**Run 1: ports around the boundary**

Pins as bars across the die edge, other pins in gray.
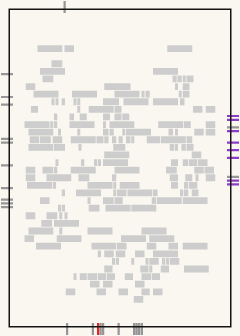
**Run 1: signal wires on met3**

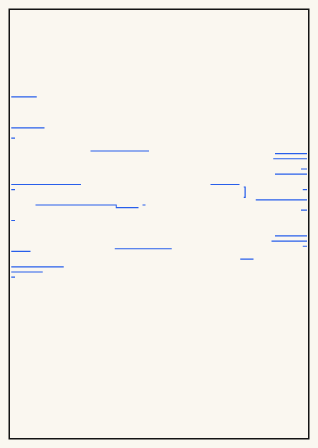
**Run 1: congestion heat map**

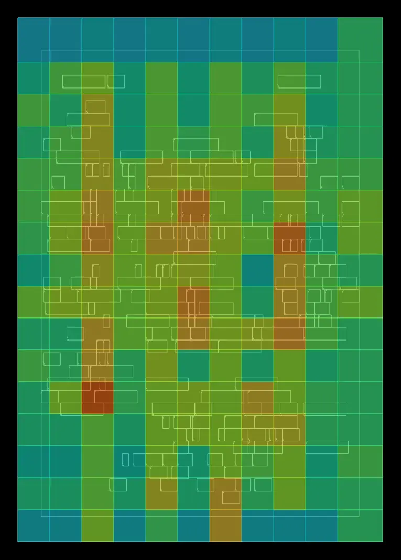
==> config.mk <==
export PLATFORM = sky130hd
export DESIGN_NAME = serial_addsub8
export DESIGN_NICKNAME = d
export VERILOG_FILES = /design/src/rtl/serial_addsub8.sv
export SDC_FILE = /design/constraint.sdc
export NUM_CORES = 1
export LEC_CHECK = 0
export CORE_ASPECT_RATIO = 1.5
export CORE_MARGIN = 5
export CORE_UTILIZATION = 25
export CTS_BUF_LIST = sky130_fd_sc_hd__clkbuf_16
export CTS_CLUSTER_DIAMETER = 80
export DETAILED_ROUTE_END_ITERATION = 12
export PLACE_DENSITY_LB_ADDON = 0.12
export SYNTH_ARGS = -nofsm -noshare
export SYNTH_HDL_FRONTEND = slang
export SYNTH_SLANG_ARGS = --single-unit
==> constraint.sdc <==
create_clock -name clk -period 2 [get_ports clk]
set_input_delay 0.3 -clock clk [delete_from_list [all_inputs] [get_ports clk]]
set_output_delay 0.3 -clock clk [all_outputs]
set_load 0.03 [all_outputs]
==> src/rtl/serial_addsub8.sv <==
// serial_addsub8: bit-serial unsigned adder/subtractor.
//
// One result bit is produced per clock by a single full-adder cell and a
// carry/borrow flip-flop. An operation takes WIDTH cycles from the accepting
// edge to the cycle in which `done` is high. Back-to-back throughput is one
// operation every WIDTH+2 cycles.
//
// State table:
//   state  | meaning
//   S_IDLE | waiting for start; operands are captured on the accepting edge
//   S_RUN  | one bit per cycle through the shared full-adder cell
//   S_DONE | new sum/c_out visible, done pulse high for this one cycle
//
// Ports:
//   clk    in   single clock, rising edge
//   rst    in   asynchronous active-high reset
//   start  in   request, sampled only in S_IDLE
//   A, B   in   WIDTH-bit unsigned operands, captured on acceptance
//   mode   in   1 = A+B, 0 = A-B, captured on acceptance
//   sum    out  last completed result (mod 2^WIDTH)
//   c_out  out  carry out (add) or borrow, A < B (subtract)
//   busy   out  high in S_RUN
//   done   out  one-cycle pulse when a new result first appears
module serial_addsub8 #(
    parameter int WIDTH = 8
) (
    input  logic             clk,
    input  logic             rst,
    input  logic             start,
    input  logic [WIDTH-1:0] A,
    input  logic [WIDTH-1:0] B,
    input  logic             mode,
    output logic [WIDTH-1:0] sum,
    output logic             c_out,
    output logic             busy,
    output logic             done
);

    localparam int CNT_W = $clog2(WIDTH) + 1;

    typedef enum logic [1:0] {
        S_IDLE = 2'd0,
        S_RUN  = 2'd1,
        S_DONE = 2'd2
    } state_t;

    state_t           r_state;
    state_t           w_state_next;

    logic [WIDTH-1:0] r_shift_a;
    logic [WIDTH-1:0] r_shift_b;
    logic [WIDTH-1:0] r_shift_r;
    logic [WIDTH-1:0] r_sum;
    logic [CNT_W-1:0] r_cnt;
    logic             r_cy;
    logic             r_mode;
    logic             r_c_out;

    logic             w_a0;
    logic             w_b0;
    logic             w_s;
    logic             w_cy_next;
    logic             w_last;
    logic [WIDTH-1:0] w_shift_r_next;

    assign w_a0           = r_shift_a[0];
    assign w_b0           = r_shift_b[0];
    assign w_s            = w_a0 ^ w_b0 ^ r_cy;
    assign w_cy_next      = (w_a0 & w_b0) | (w_a0 & r_cy) | (w_b0 & r_cy);
    assign w_shift_r_next = {w_s, r_shift_r[WIDTH-1:1]};
    assign w_last         = (r_cnt == CNT_W'(WIDTH - 1));

    always_ff @(posedge clk or posedge rst) begin
        if (rst) begin
            r_state <= S_IDLE;
        end else begin
            r_state <= w_state_next;
        end
    end

    always_comb begin
        w_state_next = r_state;
        case (r_state)
            S_IDLE:  if (start) w_state_next = S_RUN;
            S_RUN:   if (w_last) w_state_next = S_DONE;
            S_DONE:  w_state_next = S_IDLE;
            default: w_state_next = S_IDLE;
        endcase
    end

    always_ff @(posedge clk or posedge rst) begin
        if (rst) begin
            r_shift_a <= '0;
            r_shift_b <= '0;
            r_shift_r <= '0;
            r_sum     <= '0;
            r_cnt     <= '0;
            r_cy      <= 1'b0;
            r_mode    <= 1'b0;
            r_c_out   <= 1'b0;
        end else begin
            case (r_state)
                S_IDLE: begin
                    if (start) begin
                        // Subtract is A + ~B + 1: invert B and preset carry-in.
                        r_shift_a <= A;
                        r_shift_b <= mode ? B : ~B;
                        r_cy      <= ~mode;
                        r_mode    <= mode;
                        r_cnt     <= '0;
                    end
                end
                S_RUN: begin
                    r_shift_a <= r_shift_a >> 1;
                    r_shift_b <= r_shift_b >> 1;
                    r_shift_r <= w_shift_r_next;
                    r_cy      <= w_cy_next;
                    r_cnt     <= r_cnt + CNT_W'(1);
                    if (w_last) begin
                        r_sum   <= w_shift_r_next;
                        // A final carry of 0 in subtract mode means a borrow.
                        r_c_out <= r_mode ? w_cy_next : ~w_cy_next;
                    end
                end
                default: begin
                end
            endcase
        end
    end

    assign sum   = r_sum;
    assign c_out = r_c_out;
    assign busy  = (r_state == S_RUN);
    assign done  = (r_state == S_DONE);

endmodule

==> impl_metrics.ini, run 1 <==
; implementation run metrics
[sta]
relSlewSlack = 0.648
fin_hold_ws_ps = 459
fin_crit_sh = 0.951
setup_violations = 0
rsz0062_at_grt = no
min_period_ps = 1900
final_max_slew_viol_count = 0

[detailed_routing]
avgViaCountPerCell = 4.68
dr.first_iter.drc_count = 57
route.vias.total = 1279
drt_wl_total_um = 3960
routedWlPerCell_um = 14.5
ant_nets = 0

[cts]
htreeDepth = 2
root_buffer = clkbuf_16
path_clk_slew_ps = 60
cts_sinks = 40
post_cts_buffers = 0
cts_tree = yes

[worst_setup_path]
worstPathRequired_ps = 1700
critPathMaxStageDelay_ps = 680
reg2reg_slack_ps = 400

[power]
pwr-share-clk = 0.221
p_sw_frac = 0.356
p_leak_nw = 1.05
power_mw = 3.37
power_density_nw_per_um2 = 1460
p_int_mw = 2.17
p_seq_frac = 0.407
p_sw_mw = 1.20

[synthesis]
synth_flops = 40
synth.area.top_cells = dfrtp_1, nand2_1, mux2_2, a221o_1, xor2_1
postSynthAreaPerCell_um2 = 11.1
ys_seq_share = 0.565
ys_cells = 159
synth_nets = 181
ys.warnings.count = 0
synthDistinctLibCells = 29
synth_area_um2 = 1770
yosys-stat-area_um2 = 1770

[floorplan]
die_w_um = 78.7
core_um2 = 6900
chipHeight_um = 113
ios = 31
fp_util = 0.257
chipArea_um2 = 8900

[grt]
grt_pass1_wl_um = 6870
antenna_found_initial = 0
grt_max_degree = 41

[layout]
drive_gt1_frac = 0.149
syn_to_final_growth_pct = 30.5
nNetsFinal = 217
n_antenna_cell = 0
fin_cells = 273

[outcome]
outcome = finished, final reports clean

[placement]
dp_slack_ps = 163
place_congestion = 0.689
dpl.hpwl_um = 2770
portBuffers = 30

[flow_run]
openroad.warnings = 26

[hold_path]
hold_class = in -> async
## Picture notes: 'ports around the boundary'
A: marked purple, pins 8, direction input, edge right. mode: marked red, pins 1, direction input, edge bottom.
All pins by edge: 10 right, 10 bottom, 10 left, 1 top.

## Picture notes: 'signal wires on met3'
The wires run mostly horizontal. The layer carries 193 um of wire. The layer holds 4.9% of the routed length. The longest straight run is 21.2 um.

## Picture notes: 'congestion heat map'
grt met2 use: 0.159
global-route track usage on met1: 0.120
Tot GR Track Use: 0.0960
post-layout util: 0.335
M3 GR Usage: 0.0247

run 1: worst paths after layout:
kind / start / to / depth (start not counted)
max: r_state[0] / done / 2
min: rst / sum[0] / 3
max reg2reg: r_state[1] / sum[6] / 4
min reg2reg: r_shift_r[1] / r_shift_r[1] / 2
max in group asynchronous: rst / r_state[1] / 3
min in group clk: r_shift_r[1] / r_shift_r[1] / 2
run 1: what timing repair did:
action	4_1_cts	5_1_grt
gates resized	0	1
endpoints found under the setup margin	0	1
hold buffers	0	0
run 1: Yosys cell counts:
library cell,n
nor2_1,9
fa_1,1
nand2b_4,1
a221o_1,8
o21bai_2,1
nor3b_1,1
or3b_2,1
mux2i_1,1
buf_6,2
a21o_1,1
or3_1,1
buf_2,2
xor2_1,7
a22oi_1,5
dfrtp_1,40
mux2_2,9
inv_1,4
a21oi_1,3
nand2_1,33
nor3_4,1
ha_1,1
mux2_1,1
xnor2_1,2
o21ai_0,11
nor2b_1,2
clkbuf_1,5
and3b_1,2
nand3_1,3
o21bai_1,1
run 1: flip-flops by register name, indices dropped and copies added (netlist names):
name,flops
r_shift_a,8
r_shift_b,8
sum,8
r_shift_r,7
r_cnt,4
r_state,2
c_out,1
r_cy,1
r_mode,1
run 1: cells in the final DEF, fill, tap and decap left out, types with 2 or more instances in the layout:
cell,count
xnor2_1,2
buf_4,9
nor2b_1,2
clkdlybuf4s50_1,29
a21oi_1,3
nand2_1,33
dfrtp_1,39
clkbuf_16,5
inv_1,5
mux2_2,9
o21ai_0,11
and3b_1,2
a221o_1,8
xor2_1,7
a22oi_1,5
nor2_1,9
nand3_1,3
run 1: layout make-up:
type	count	area (um^2)
sequential	40	1000
timing repair buffer	38	358
inverter	4	15.0
multi-input combinational	106	703
fill	683	4590
tap	78	97.6
clock inverter	2	8.76
clock buffer	5	125
run 1: through the flow:
stage	util	area [um^2]
after detailed placement	0.315	2170
after CTS	0.335	2310
after floorplan	-	1770
after global placement	0.315	2170
after global routing	0.335	2310
final	0.335	2310
run 1: power groups by stage:
stage	Combinational (mW)	Sequential (mW)	Clock (mW)
floorplan	0.721	1.46	0
global placement	1.27	1.38	0
detailed placement	1.28	1.38	0
CTS	1.28	1.38	0.769
global route	1.39	1.42	0.803
finish	1.25	1.37	0.745
run 1: critical path: cells and delay by family (launching register included):
family	cells	cell delay [ps]
flops	1	490
simple gates	1	160
buf+inv	1	680
run 1: kinds of logic after synthesis:
kind of cell	count (synthesis)	share of synthesized area
AND-OR/OR-AND	30	0.121
XOR/XNOR	9	0.0445
adder cells (fa/ha/maj)	2	0.0184
buffers and inverters	13	0.0375
flip-flops	40	0.565
multiplexers	11	0.0693
AND/OR/NAND/NOR	54	0.144
run 1: per-layer routing:
metal / wire length [um] / share of wire / GRT usage
met5: 0 / 0 / 0
met4: 42 / 0.011 / 0.0350
met3: 193 / 0.049 / 0.0247
met2: 1970 / 0.50 / 0.159
met1: 1750 / 0.44 / 0.120
--- run 2 (diff from run 1) ---
--- a/config.mk
+++ b/config.mk
@@ -6,12 +6,12 @@
 export NUM_CORES = 1
 export LEC_CHECK = 0
 export CORE_ASPECT_RATIO = 1.5
-export CORE_MARGIN = 5
 export CORE_UTILIZATION = 25
 export CTS_BUF_LIST = sky130_fd_sc_hd__clkbuf_16
 export CTS_CLUSTER_DIAMETER = 80
 export DETAILED_ROUTE_END_ITERATION = 12
 export PLACE_DENSITY_LB_ADDON = 0.12
+export SLEW_MARGIN = 20
 export SYNTH_ARGS = -nofsm -noshare
 export SYNTH_HDL_FRONTEND = slang
 export SYNTH_SLANG_ARGS = --single-unit
==> constraint.sdc (replaced) <==
create_clock -name clk -period 1.8 [get_ports clk]
set_input_delay 0.27 -clock clk [delete_from_list [all_inputs] [get_ports clk]]
set_output_delay 0.27 -clock clk [all_outputs]
set_load 0.03 [all_outputs]
==> run 2 against run 1 <==
Net effect: the run now ends with DRC left; critical path depth shrank 1; combinational power grew 18%; via count grew 1.6%; routed wire length is essentially flat; critical endpoint is now sum[0]; total power grew 14%; utilization grew 1.1 points; sequential cell count is the same; clock skew shrank 2.1 ps; design area grew 2.7%; first-iteration DRC count shrank 35%; global-route usage grew 2.3 points; largest cell class unchanged.
==> impl_metrics.ini, run 2 <==
; implementation run metrics
[sta]
timing.fmax_ghz = 0.634
setup_violations = 0
worst_pin_slew_ps = 519
fin_skew_ps = 1.36
hold_viol = 0
fin_hold_ws_ps = 430
final_max_slew_viol_count = 0
fin_crit_sh = 0.876
relSlewSlack = 0.654
rsz0062_at_grt = no
min_period_ps = 1580

[outcome]
violations = DRC
outcome = finished with violations

[cts]
cts_sinks = 40
clkLatencyLatePin_ps = 280
path_clk_slew_ps = 60
cts_tree = yes
htreeDepth = 2
postCtsHoldBufs = 0
clk_path_buf_depth = 2
cts_buffers = 5
root_buffer = clkbuf_16

[layout]
fin_cells = 278
syn_to_final_growth_pct = 33.9
n_antenna_cell = 0
final_common_cell = dfrtp_1
nFillCells = 694
mostFrequentLayoutCells = dfrtp_1, nand2_1, clkdlybuf4s50_1, o21ai_0, buf_4
drive_gt1_frac = 0.170
nNetsFinal = 221

[placement]
dp_cells = 268
place_congestion = 0.726
portBuffers = 30
dpl.hpwl_um = 2730

[synthesis]
async_flop_share = 1.00
postSynthAreaPerCell_um2 = 11.1
synth.area.top_cells = dfrtp_1, nand2_1, mux2_2, a221o_1, xor2_1
ys.warnings.count = 0
synthCells = 159
fa_ha_area_frac = 0.0184
ys_seq_share = 0.565
synth.area.mux_share = 0.0693
ys_sh_aoi = 0.121
yosys-stat-area_um2 = 1770
top_cells_by_count = dfrtp_1, nand2_1, o21ai_0, mux2_2, nor2_1
top_area_cell = dfrtp_1
simple_gate_share = 0.144
xor_area_frac = 0.0445
synth_area_um2 = 1770
synth_flops = 40
ff_type = dfrtp_1
ys_top_logic_family = simple AND/OR/NAND/NOR gates
ys_cells = 159
synth_nets = 181
synthMostInstantiatedCell = dfrtp_1
synthDistinctLibCells = 29
top_area_frac = 0.565
edf_count = 0

[floorplan]
chipHeight_um = 105
ios = 31
chipArea_um2 = 7430
core_um2 = 6850
fp-row-count = 37
fp_util = 0.258
die_w_um = 70.7

[worst_setup_path]
start_kind = flop
cp_cell_sequence = clkdlybuf4s50_1
path_max_fanout = 2
critPathBufInv = 1
cp_slowest_cell = clkdlybuf4s50_1
critPathMaxStageDelay_ps = 680
arrival_ps = 1310
path_delay_family = buffers and inverters
criticalPathCategory = reg -> out
critPathCaptureType = output pin
worstPathRequired_ps = 1530

[grt]
antenna_found_initial = 0
grt_pass1_wl_um = 6910
gr-total-overflow = 0
grt_pass1_vias = 1431
grt_max_degree = 41

[power]
power_mw = 3.83
p_sw_mw = 1.36
max-vdd-ir-drop_mv = 0.620
pwr-share-clk = 0.216
power_density_nw_per_um2 = 1610
p_seq_frac = 0.400
p_int_mw = 2.47
p_sw_frac = 0.356
p_leak_nw = 1.08
pwr-share-comb = 0.384

[detailed_routing]
avgViaCountPerCell = 4.68
routedWlPerCell_um = 14.2
drc = 6
drtPass1Iterations = 8
route.vias.total = 1300
ant_nets = 0
dr.first_iter.drc_count = 37
drt_wl_total_um = 3950

[flow_run]
drv_cap = 0
openroad.warnings = 26

[hold_path]
hold_class = in -> async
run 2: cell counts after synthesis:
Identical to the previous run, type by type.
run 2: kinds of logic (layout without fill, tap and decap cells):
| family | after synthesis | in the layout |
|---|---|---|
| simple gates | 54 | 54 |
| compound gates | 30 | 30 |
| fa+ha+maj | 2 | 2 |
| flops | 40 | 40 |
| buf+inv | 13 | 54 |
| xor+xnor | 9 | 9 |
| mux | 11 | 11 |
run 2: tightest hold or removal path: cells and delay by family:
kind / cells / cell delay (ps)
buffers and inverters: 3 / 880
run 2: per-stage QoR:
stage	TNS, ps	cell area (um^2)	util	worst slack (ps)
after floorplan	0	1770	-	317
after global placement	0	2210	0.323	0.115
after detailed placement	-12.8	2210	0.323	-12.8
after CTS	0	2360	0.344	8.83
after global routing	0	2370	0.346	169
final	0	2370	0.346	222
run 2: layer usage:
metal  vias to the layer above  track usage  part of all wire
met1                       649        0.142              0.44
li1                        619            -                 -
met2                        25        0.202              0.50
met3                         7       0.0299             0.042
met4                         0       0.0514             0.018
met5                         -            0                 0
run 2: cell type report:
class	count	area, um^2	share of cell area
clock buffers	5	125	0.0528
clock inverters	3	11.3	0.00475
inverters	4	18.8	0.00792
multi-input cells	106	703	0.297
flip-flops and latches	40	1000	0.423
well taps	78	97.6	0.0412
repair buffers	42	412	0.174
run 2: path summary, 6_finish.rpt:
path / depth (start not counted) / startpoint / slack (ps) / end
setup / recovery: 1 / sum[0] / 220 / sum[0]
hold / removal: 3 / rst / 430 / r_shift_b[5]
setup reg to reg: 2 / r_state[0] / 250 / r_mode
hold reg to reg: 2 / r_shift_a[6] / 480 / r_shift_a[6]
max in group asynchronous: 3 / rst / 990 / r_state[1]
min in group clk: 2 / r_shift_a[6] / 480 / r_shift_a[6]
run 2: power by group through the flow:
stage               logic, mW  clock network (mW)  registers (mW)
floorplan               0.801                   0            1.62
global placement         1.43                   0            1.53
detailed placement       1.45                   0            1.53
CTS                      1.47               0.857            1.53
global route             1.63               0.894            1.59
finish                   1.47               0.825            1.53
run 2: what timing repair did:
action / 4_1_cts / 5_1_grt
gates resized: 4 / 0
buffers inserted: 0 / 2
endpoints found under the hold margin: 0 / 0
endpoints found under the setup margin: 2 / 1
**Run 2: ports around the boundary**

Pins as bars across the die edge, other pins in gray.
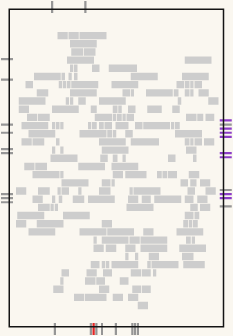
mode: marked red, pins 1, direction input, edge bottom. A: marked purple, pins 8, direction input, edge right.

**Run 2: congestion heat map**

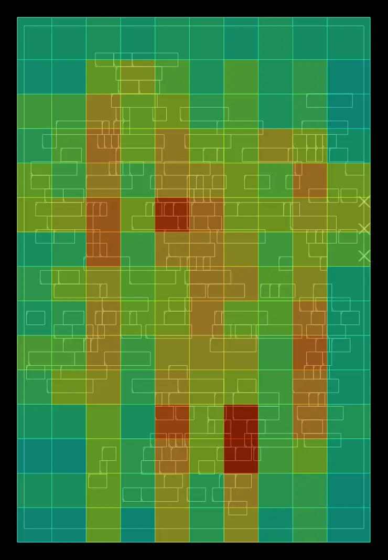
gr busiest metal: met2
Tot GR Track Use: 0.120

--- run 3 (diff from run 2) ---
==> constraint.sdc (replaced) <==
create_clock -name clk -period 1.9 [get_ports clk]
set_input_delay 0.285 -clock clk [delete_from_list [all_inputs] [get_ports clk]]
set_output_delay 0.285 -clock clk [all_outputs]
set_load 0.03 [all_outputs]
**Run 3: sequential cells grouped by signal name**

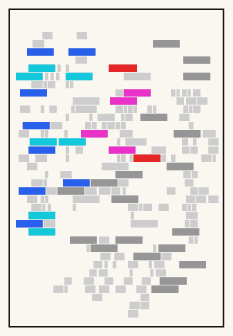
r_shift_r: marked cyan, flops 7. r_cnt: marked magenta, flops 4. sum: marked blue, flops 8. r_state: marked red, flops 2.

**Run 3: signal wires by layer**

Only two layers are drawn.
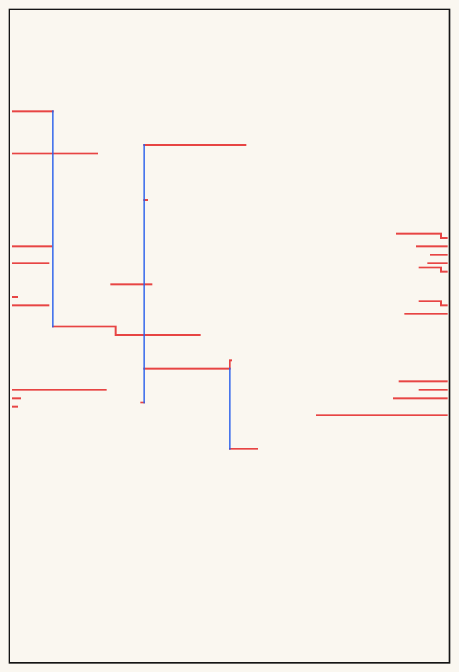
metal 3: marked red, wire length 201 um. metal 4: marked blue, wire length 89.1 um.

==> run 3 against run 2 <==
Net effect: the flow still finishes with violations (DRC); total power fell by 6.1%; clock skew is 2.6 ps higher; register-to-register slack improved by 90 ps; area after synthesis did not move; setup slack better by 80 ps; cell count is 1.1% lower; clock power is 4.1% lower; routed wire length shrank 0.91%; largest power group unchanged.
==> impl_metrics.ini, run 3 <==
; implementation run metrics
[flow_run]
drv_cap = 0
openroad.warnings = 26

[detailed_routing]
avgViaCountPerCell = 4.64
drt_wl_total_um = 3920
ant_nets = 0
routedWlPerCell_um = 14.2
drc = 6
dr.first_iter.drc_count = 73
drtPass1Iterations = 8
route.vias.total = 1275

[hold_path]
hold_class = in -> async

[power]
pwr-share-clk = 0.220
p_sw_mw = 1.28
pwr-share-comb = 0.382
p_leak_nw = 1.08
p_seq_frac = 0.398
max-vdd-ir-drop_mv = 0.833
power_density_nw_per_um2 = 1540
p_int_mw = 2.32
p_sw_frac = 0.355

[floorplan]
fp_util = 0.258
chipArea_um2 = 7430
ios = 31
die_w_um = 70.7
chipHeight_um = 105
fp-row-count = 37
core_um2 = 6850

[synthesis]
yosys-stat-area_um2 = 1770
synth_nets = 181
postSynthAreaPerCell_um2 = 11.1
synthCells = 159
ff_type = dfrtp_1
edf_count = 0
synthDistinctLibCells = 29
async_flop_share = 1.00
top_cells_by_count = dfrtp_1, nand2_1, o21ai_0, mux2_2, nor2_1
synthMostInstantiatedCell = dfrtp_1
ys_cells = 159
synth_area_um2 = 1770
ys.warnings.count = 0
ys_seq_share = 0.565
top_area_cell = dfrtp_1
synth.area.top_cells = dfrtp_1, nand2_1, mux2_2, a221o_1, xor2_1
top_area_frac = 0.565
synth_flops = 40

[worst_setup_path]
cp_cell_sequence = nand2b_4 -> inv_1 -> buf_4
cp_slowest_cell = dfrtp_2
worstPathRequired_ps = 1620
criticalPathCategory = reg -> out
start_kind = flop
critPathCaptureType = output pin
reg2reg_slack_ps = 340
critPathMaxStageDelay_ps = 470
arrival_ps = 1310
path_max_fanout = 11

[placement]
dpl.hpwl_um = 2700
portBuffers = 30
place_congestion = 0.728
post_dp_cell_area_um2 = 2190

[grt]
grt_max_degree = 41
grt_use_total = 0.118
antenna_found_initial = 0
gr-total-overflow = 0
grt_pass1_wl_um = 6730
grt_pass1_vias = 1443

[layout]
mostFrequentLayoutCells = dfrtp_1, nand2_1, clkdlybuf4s50_1, o21ai_0
nFillCells = 705
syn_to_final_growth_pct = 31.9
nNetsFinal = 218
regArea_um2 = 1000
n_antenna_cell = 0
finalInstanceArea_um2 = 2330
comb_area_um2 = 703
drive_gt1_frac = 0.147

[outcome]
outcome = finished with violations
violations = DRC

[sta]
hold_viol = 0
fin_skew_ps = 3.92
setup_violations = 0
setup-tns-final_ps = 0
relSlewSlack = 0.646
timing.fmax_ghz = 0.626
min_period_ps = 1600
final_max_slew_viol_count = 0
worst_pin_slew_ps = 530
rsz0062_at_grt = no
fin_crit_sh = 0.841

[cts]
cts_buffers = 5
cts_tree = yes
cts_sinks = 40
root_buffer = clkbuf_16
postCtsHoldBufs = 0
clkLatencyLatePin_ps = 280
htreeDepth = 2
clk_path_buf_depth = 2
path_clk_slew_ps = 60
post_cts_buffers = 0
-- run 3: cell counts after synthesis --
Identical to the previous run, type by type.
-- run 3: power by group through the flow --
| stage | registers [mW] | logic [mW] | clock network (mW) |
|---|---|---|---|
| finish | 1.43 | 1.37 | 0.791 |
| global route | 1.48 | 1.52 | 0.852 |
| CTS | 1.44 | 1.41 | 0.816 |
| detailed placement | 1.44 | 1.40 | 0 |
| global placement | 1.44 | 1.37 | 0 |
| floorplan | 1.54 | 0.759 | 0 |
-- run 3: through the flow --
| step | hold slack, ps | util | cells | setup slack [ps] | power, mW |
|---|---|---|---|---|---|
| 2_1_floorplan | 426 | - | 159 | 417 | 2.30 |
| 3_3_place_gp | 463 | 0.320 | 267 | 84.7 | 2.81 |
| 3_5_place_dp | 473 | 0.320 | 267 | 70.1 | 2.84 |
| 4_1_cts | 463 | 0.340 | 275 | 21.5 | 3.66 |
| 5_1_grt | 506 | 0.341 | 275 | 235 | 3.86 |
| 6_report | 437 | 0.341 | 275 | 302 | 3.59 |
-- run 3: layout make-up --
type	count	area share
sequential	40	0.429
multi-input combinational	106	0.301
inverter	4	0.00643
timing repair buffer	39	0.163
clock buffer	5	0.0536
tap	78	0.0418
clock inverter	3	0.00482
-- run 3: worst paths after layout --
check / to / from / depth (start not counted)
min: r_shift_b[5] / rst / 3
max: busy / r_state[1] / 3
min reg2reg: r_shift_r[1] / r_shift_r[1] / 2
max reg2reg: r_mode / r_state[1] / 2
min in group clk: r_shift_r[1] / r_shift_r[1] / 2
max in group asynchronous: r_state[1] / rst / 3
-- run 3: cell families (layout without fill, tap and decap cells) --
| family | Yosys count | after routing | synth area share |
|---|---|---|---|
| buffers and inverters | 13 | 51 | 0.0375 |
| adders and majority gates | 2 | 2 | 0.0184 |
| AOI/OAI and AO/OA | 30 | 30 | 0.121 |
| DFF | 40 | 40 | 0.565 |
| and+or+nand+nor | 54 | 54 | 0.144 |
| muxes | 11 | 11 | 0.0693 |
| xor gates and xnor gates | 9 | 9 | 0.0445 |
-- run 3: repair_timing --
action                     in CTS  in global routing
resized                         1                  1
pin swaps                       0                  0
setup endpoints to repair       1                  1
-- run 3: critical path: cells and delay by family (launching register included) --
family	cells	cell delay, ps
buffers and inverters	2	350
flip-flops	1	470
AND/OR/NAND/NOR	1	220
-- run 3: routing by layer --
layer / track usage / vias up / share of wire
li1: - / 614 / -
met1: 0.126 / 626 / 0.40
met2: 0.212 / 27 / 0.52
met3: 0.0280 / 8 / 0.051
met4: 0.0600 / 0 / 0.023
met5: 0 / - / 0
Power is estimated from default activity; no workload was simulated.
